<file path="config.mk">
export PLATFORM = sky130hd
export DESIGN_NAME = rvfpm
export DESIGN_NICKNAME = d
export VERILOG_FILES = /design/src/rtl/rvfpm_pkg.sv /design/src/rtl/rvfpm_fadd.sv /design/src/rtl/rvfpm.sv
export SDC_FILE = /design/constraint.sdc
export NUM_CORES = 2
export LEC_CHECK = 0
export ABC_CLOCK_PERIOD_IN_PS = 24600
export CAP_MARGIN = 20
export CORE_UTILIZATION = 60
export DETAILED_ROUTE_END_ITERATION = 10
export PLACE_DENSITY = 0.84
export SLEW_MARGIN = 40
export SYNTH_ARGS = -nofsm -noshare
export SYNTH_HDL_FRONTEND = slang
export SYNTH_SLANG_ARGS = --single-unit
</file>
<file path="constraint.sdc">
create_clock -name ck -period 24.6 [get_ports ck]
set_clock_uncertainty 0.15 [all_clocks]
set_input_delay 4.92 -clock ck [delete_from_list [all_inputs] [get_ports ck]]
set_output_delay 4.92 -clock ck [all_outputs]
set_load 0.005 [all_outputs]
</file>
<file path="src/rtl/rvfpm_pkg.sv">
// Shared encodings, op enum, pipeline entry type and instruction decode for the rvfpm FPU.
package rvfpm_pkg;

  localparam logic [6:0] OPC_LOAD_FP  = 7'b0000111;
  localparam logic [6:0] OPC_LOAD     = 7'b0000011;
  localparam logic [6:0] OPC_STORE_FP = 7'b0100111;
  localparam logic [6:0] OPC_STORE    = 7'b0100011;
  localparam logic [6:0] OPC_OP_FP    = 7'b1010011;

  localparam logic [2:0] F3_WORD = 3'b010;
  localparam logic [2:0] F3_FMV  = 3'b000;

  localparam logic [6:0] F7_FADD  = 7'b0000000;
  localparam logic [6:0] F7_FSUB  = 7'b0000100;
  localparam logic [6:0] F7_FMVXW = 7'b1110000;
  localparam logic [6:0] F7_FMVWX = 7'b1111000;

  localparam logic [31:0] CANON_NAN = 32'h7FC0_0000;

  // Widest supported instruction tag; narrower tags are zero-extended into the entry.
  localparam int unsigned ID_MAX_WIDTH = 16;

  typedef enum logic [2:0] {
    OP_NOP,
    OP_FLW,
    OP_FSW,
    OP_FADD,
    OP_FSUB,
    OP_FMVXW,
    OP_FMVWX
  } fp_op_e;

  typedef struct packed {
    logic                    valid;
    fp_op_e                  op;
    logic [4:0]              rd;
    logic [ID_MAX_WIDTH-1:0] id;
    logic [31:0]             result;
  } pipe_entry_t;

  function automatic fp_op_e decode_op(input logic [31:0] instr);
    logic [6:0] opc;
    logic [2:0] f3;
    logic [6:0] f7;
    fp_op_e     op;
    opc = instr[6:0];
    f3  = instr[14:12];
    f7  = instr[31:25];
    op  = OP_NOP;
    if ((opc == OPC_LOAD_FP || opc == OPC_LOAD) && f3 == F3_WORD) begin
      op = OP_FLW;
    end else if ((opc == OPC_STORE_FP || opc == OPC_STORE) && f3 == F3_WORD) begin
      op = OP_FSW;
    end else if (opc == OPC_OP_FP) begin
      case (f7)
        F7_FADD:  op = OP_FADD;
        F7_FSUB:  op = OP_FSUB;
        F7_FMVXW: op = (f3 == F3_FMV) ? OP_FMVXW : OP_NOP;
        F7_FMVWX: op = OP_FMVWX;
        default:  op = OP_NOP;
      endcase
    end
    return op;
  endfunction

  function automatic logic writes_rf(input fp_op_e op);
    return (op == OP_FLW) || (op == OP_FADD) || (op == OP_FSUB) || (op == OP_FMVWX);
  endfunction

endpackage

</file>
<file path="src/rtl/rvfpm_fadd.sv">
// Combinational binary32 add/subtract: round-to-nearest-even, subnormals flushed to signed zero.
module rvfpm_fadd
  import rvfpm_pkg::*;
(
  input  logic [31:0] a,
  input  logic [31:0] b,
  input  logic        sub,
  output logic [31:0] y
);

  logic               sa, sb, sx, sy;
  logic [7:0]         ea, eb, ex, ey, d;
  logic [22:0]        ma, mb, mx, my, frac;
  logic               a_nan, b_nan, a_inf, b_inf, a_zero, b_zero;
  logic [4:0]         dsh, lz;
  logic [49:0]        big;
  logic [26:0]        fx, fy, norm;
  logic [27:0]        sum;
  logic signed [9:0]  e, e2;
  logic               up;
  logic [24:0]        rnd;

  always_comb begin
    sa = a[31];
    ea = a[30:23];
    ma = a[22:0];
    sb = b[31] ^ sub;
    eb = b[30:23];
    mb = b[22:0];

    a_nan  = (ea == 8'hFF) && (ma != '0);
    b_nan  = (eb == 8'hFF) && (mb != '0);
    a_inf  = (ea == 8'hFF) && (ma == '0);
    b_inf  = (eb == 8'hFF) && (mb == '0);
    a_zero = (ea == 8'h00);
    b_zero = (eb == 8'h00);

    if ({eb, mb} > {ea, ma}) begin
      sx = sb; ex = eb; mx = mb;
      sy = sa; ey = ea; my = ma;
    end else begin
      sx = sa; ex = ea; mx = ma;
      sy = sb; ey = eb; my = mb;
    end

    // Shifts beyond 30 leave the hidden bit inside the sticky window, so capping is exact.
    d   = ex - ey;
    dsh = (d > 8'd30) ? 5'd30 : d[4:0];
    big = {1'b1, my, 26'b0} >> dsh;
    fy  = {big[49:24], |big[23:0]};
    fx  = {1'b1, mx, 3'b000};

    if (sx == sy) sum = {1'b0, fx} + {1'b0, fy};
    else          sum = {1'b0, fx} - {1'b0, fy};

    lz = '0;
    for (int unsigned i = 0; i < 27; i++) begin
      if (sum[i]) lz = 5'(26 - i);
    end

    if (sum[27]) begin
      norm = {sum[27:2], sum[1] | sum[0]};
      e    = signed'({2'b00, ex}) + 10'sd1;
    end else begin
      norm = sum[26:0] << lz;
      e    = signed'({2'b00, ex}) - signed'({5'b00000, lz});
    end

    up   = norm[2] & (norm[1] | norm[0] | norm[3]);
    rnd  = {1'b0, norm[26:3]} + {24'b0, up};
    e2   = rnd[24] ? (e + 10'sd1) : e;
    frac = rnd[24] ? '0 : rnd[22:0];

    y = '0;
    if (a_nan || b_nan || (a_inf && b_inf && (sa != sb))) y = CANON_NAN;
    else if (a_inf)                                       y = {sa, 8'hFF, 23'b0};
    else if (b_inf)                                       y = {sb, 8'hFF, 23'b0};
    else if (a_zero && b_zero)                            y = {sa & sb, 31'b0};
    else if (a_zero)                                      y = {sb, eb, mb};
    else if (b_zero)                                      y = {sa, ea, ma};
    else if (sum == '0)                                   y = '0;
    else if (e2 >= 10'sd255)                              y = {sx, 8'hFF, 23'b0};
    else if (e2 <= 10'sd0)                                y = {sx, 31'b0};
    else                                                  y = {sx, e2[7:0], frac};
  end

endmodule

</file>
<file path="src/rtl/rvfpm.sv">
// Single-precision RISC-V FPU model: FP register file plus fixed-latency in-order pipeline.
module rvfpm
  import rvfpm_pkg::*;
#(
  parameter int unsigned NUM_REGS        = 32,
  parameter int unsigned PIPELINE_STAGES = 4,
  parameter int unsigned X_ID_WIDTH      = 4,
  parameter int unsigned FLEN            = 32,
  parameter int unsigned XLEN            = 32
) (
  input  logic                  ck,
  input  logic                  rst,
  input  logic                  enable,
  input  logic [31:0]           instruction,
  input  logic [X_ID_WIDTH-1:0] id,
  input  logic [XLEN-1:0]       data_fromXreg,
  input  logic [XLEN-1:0]       data_fromMem,
  output logic [X_ID_WIDTH-1:0] id_out,
  output logic [XLEN-1:0]       data_toXreg,
  output logic                  toXreg_valid,
  output logic [XLEN-1:0]       data_toMem,
  output logic                  toMem_valid
);

  localparam int unsigned IDX_W = (NUM_REGS > 1) ? $clog2(NUM_REGS) : 1;

  function automatic logic [IDX_W-1:0] reg_idx(input logic [4:0] r);
    return IDX_W'(32'(r) % NUM_REGS);
  endfunction

  pipe_entry_t               pipe_q [PIPELINE_STAGES];
  pipe_entry_t               pipe_d [PIPELINE_STAGES];
  logic [FLEN-1:0]           rf_q   [NUM_REGS];
  logic [FLEN-1:0]           rf_d   [NUM_REGS];
  logic [X_ID_WIDTH-1:0]     id_out_q, id_out_d;
  logic [XLEN-1:0]           data_toXreg_q, data_toXreg_d;
  logic [XLEN-1:0]           data_toMem_q, data_toMem_d;
  logic                      toXreg_valid_q, toXreg_valid_d;
  logic                      toMem_valid_q, toMem_valid_d;

  pipe_entry_t               ret, iss_entry;
  fp_op_e                    iss_op;
  logic [4:0]                iss_rd, iss_rs1, iss_rs2;
  logic [31:0]               rs1_val, rs2_val, fadd_y, iss_result;
  logic                      ret_wb;

  assign ret    = pipe_q[PIPELINE_STAGES-1];
  assign ret_wb = ret.valid && writes_rf(ret.op);

  // Operand read also sees the write retiring on this same edge.
  always_comb begin
    iss_op  = enable ? decode_op(instruction) : OP_NOP;
    iss_rd  = instruction[11:7];
    iss_rs1 = instruction[19:15];
    iss_rs2 = instruction[24:20];

    rs1_val = 32'(rf_q[reg_idx(iss_rs1)]);
    if (ret_wb && reg_idx(ret.rd) == reg_idx(iss_rs1)) rs1_val = ret.result;
    rs2_val = 32'(rf_q[reg_idx(iss_rs2)]);
    if (ret_wb && reg_idx(ret.rd) == reg_idx(iss_rs2)) rs2_val = ret.result;
  end

  rvfpm_fadd u_fadd (
    .a   (rs1_val),
    .b   (rs2_val),
    .sub (iss_op == OP_FSUB),
    .y   (fadd_y)
  );

  always_comb begin
    case (iss_op)
      OP_FLW:           iss_result = 32'(data_fromMem);
      OP_FMVWX:         iss_result = 32'(data_fromXreg);
      OP_FSW:           iss_result = rs2_val;
      OP_FMVXW:         iss_result = rs1_val;
      OP_FADD, OP_FSUB: iss_result = fadd_y;
      default:          iss_result = '0;
    endcase

    iss_entry        = '0;
    iss_entry.valid  = (iss_op != OP_NOP);
    iss_entry.op     = iss_op;
    iss_entry.rd     = iss_rd;
    iss_entry.id     = ID_MAX_WIDTH'(id);
    iss_entry.result = iss_result;

    pipe_d[0] = iss_entry;
    for (int unsigned i = 1; i < PIPELINE_STAGES; i++) begin
      pipe_d[i] = pipe_q[i-1];
    end

    rf_d = rf_q;
    if (ret_wb) rf_d[reg_idx(ret.rd)] = FLEN'(ret.result);

    id_out_d       = id_out_q;
    data_toXreg_d  = data_toXreg_q;
    data_toMem_d   = data_toMem_q;
    toXreg_valid_d = 1'b0;
    toMem_valid_d  = 1'b0;
    if (ret.valid) begin
      id_out_d = X_ID_WIDTH'(ret.id);
      if (ret.op == OP_FSW) begin
        data_toMem_d  = XLEN'(ret.result);
        toMem_valid_d = 1'b1;
      end
      if (ret.op == OP_FMVXW) begin
        data_toXreg_d  = XLEN'(ret.result);
        toXreg_valid_d = 1'b1;
      end
    end
  end

  always_ff @(posedge ck or negedge rst) begin
    if (!rst) begin
      for (int unsigned i = 0; i < PIPELINE_STAGES; i++) pipe_q[i] <= '0;
      for (int unsigned i = 0; i < NUM_REGS; i++)        rf_q[i]   <= '0;
      id_out_q       <= '0;
      data_toXreg_q  <= '0;
      data_toMem_q   <= '0;
      toXreg_valid_q <= 1'b0;
      toMem_valid_q  <= 1'b0;
    end else begin
      pipe_q         <= pipe_d;
      rf_q           <= rf_d;
      id_out_q       <= id_out_d;
      data_toXreg_q  <= data_toXreg_d;
      data_toMem_q   <= data_toMem_d;
      toXreg_valid_q <= toXreg_valid_d;
      toMem_valid_q  <= toMem_valid_d;
    end
  end

  assign id_out       = id_out_q;
  assign data_toXreg  = data_toXreg_q;
  assign toXreg_valid = toXreg_valid_q;
  assign data_toMem   = data_toMem_q;
  assign toMem_valid  = toMem_valid_q;

endmodule

</file>
==> impl_metrics.toml <==
# implementation run metrics
[logic_synthesis]
yosysWarnings = 0
top_area_frac = 0.4200

[final_timing]
fin_crit_ps = 23130

[setup_path]
r2r_setup_slack_ps = 5720
cpMostUsedCell = "a21oi_1"
required_ps = 25110
worst_path_largest_cell_delay_ps = 760
cpMaxStageDelayCell = "o211a_1"
endpoint = "pipe_d[137]"

[floorplan]
initCoreUtil = 0.6045

[hold_path]
hold_path.class = "register to register"

[status]
outcome = "finished, final reports clean"

[pwr]
p_comb_uw = 1120
top_power_group = "registers"

[flow_run]
cap_violations = 0

[cts]
clock_sinks = 1274

[detailed_routing]
highest-signal-layer = "met5"
routed_wl_um = 277000

[final_layout]
inv_count = 109
layout_top_cells = "dfrtp_1 (1260), mux2_2 (1056), mux4_2 (567), nand2_1 (359), buf_4 (261)"
nClkBuffers = 192
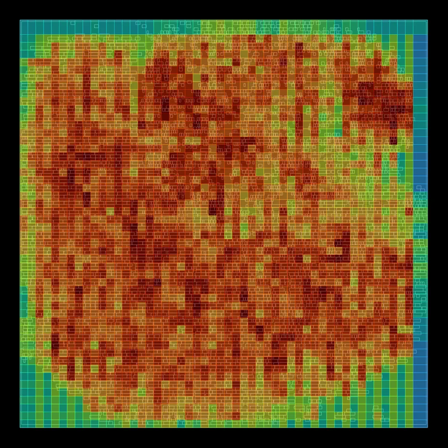
congestion_map.png
total global-route track usage: 0.4366
Util after Layout: 0.6752
GR Util met2: 0.6291

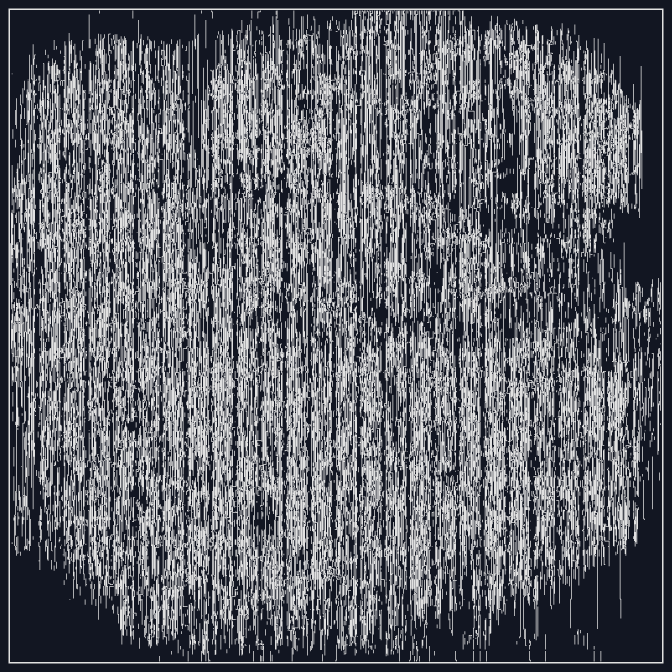
m2.png
wire length on this layer = 120 mm
nets with wire on the layer = 5785
share of all routed wire = 43%

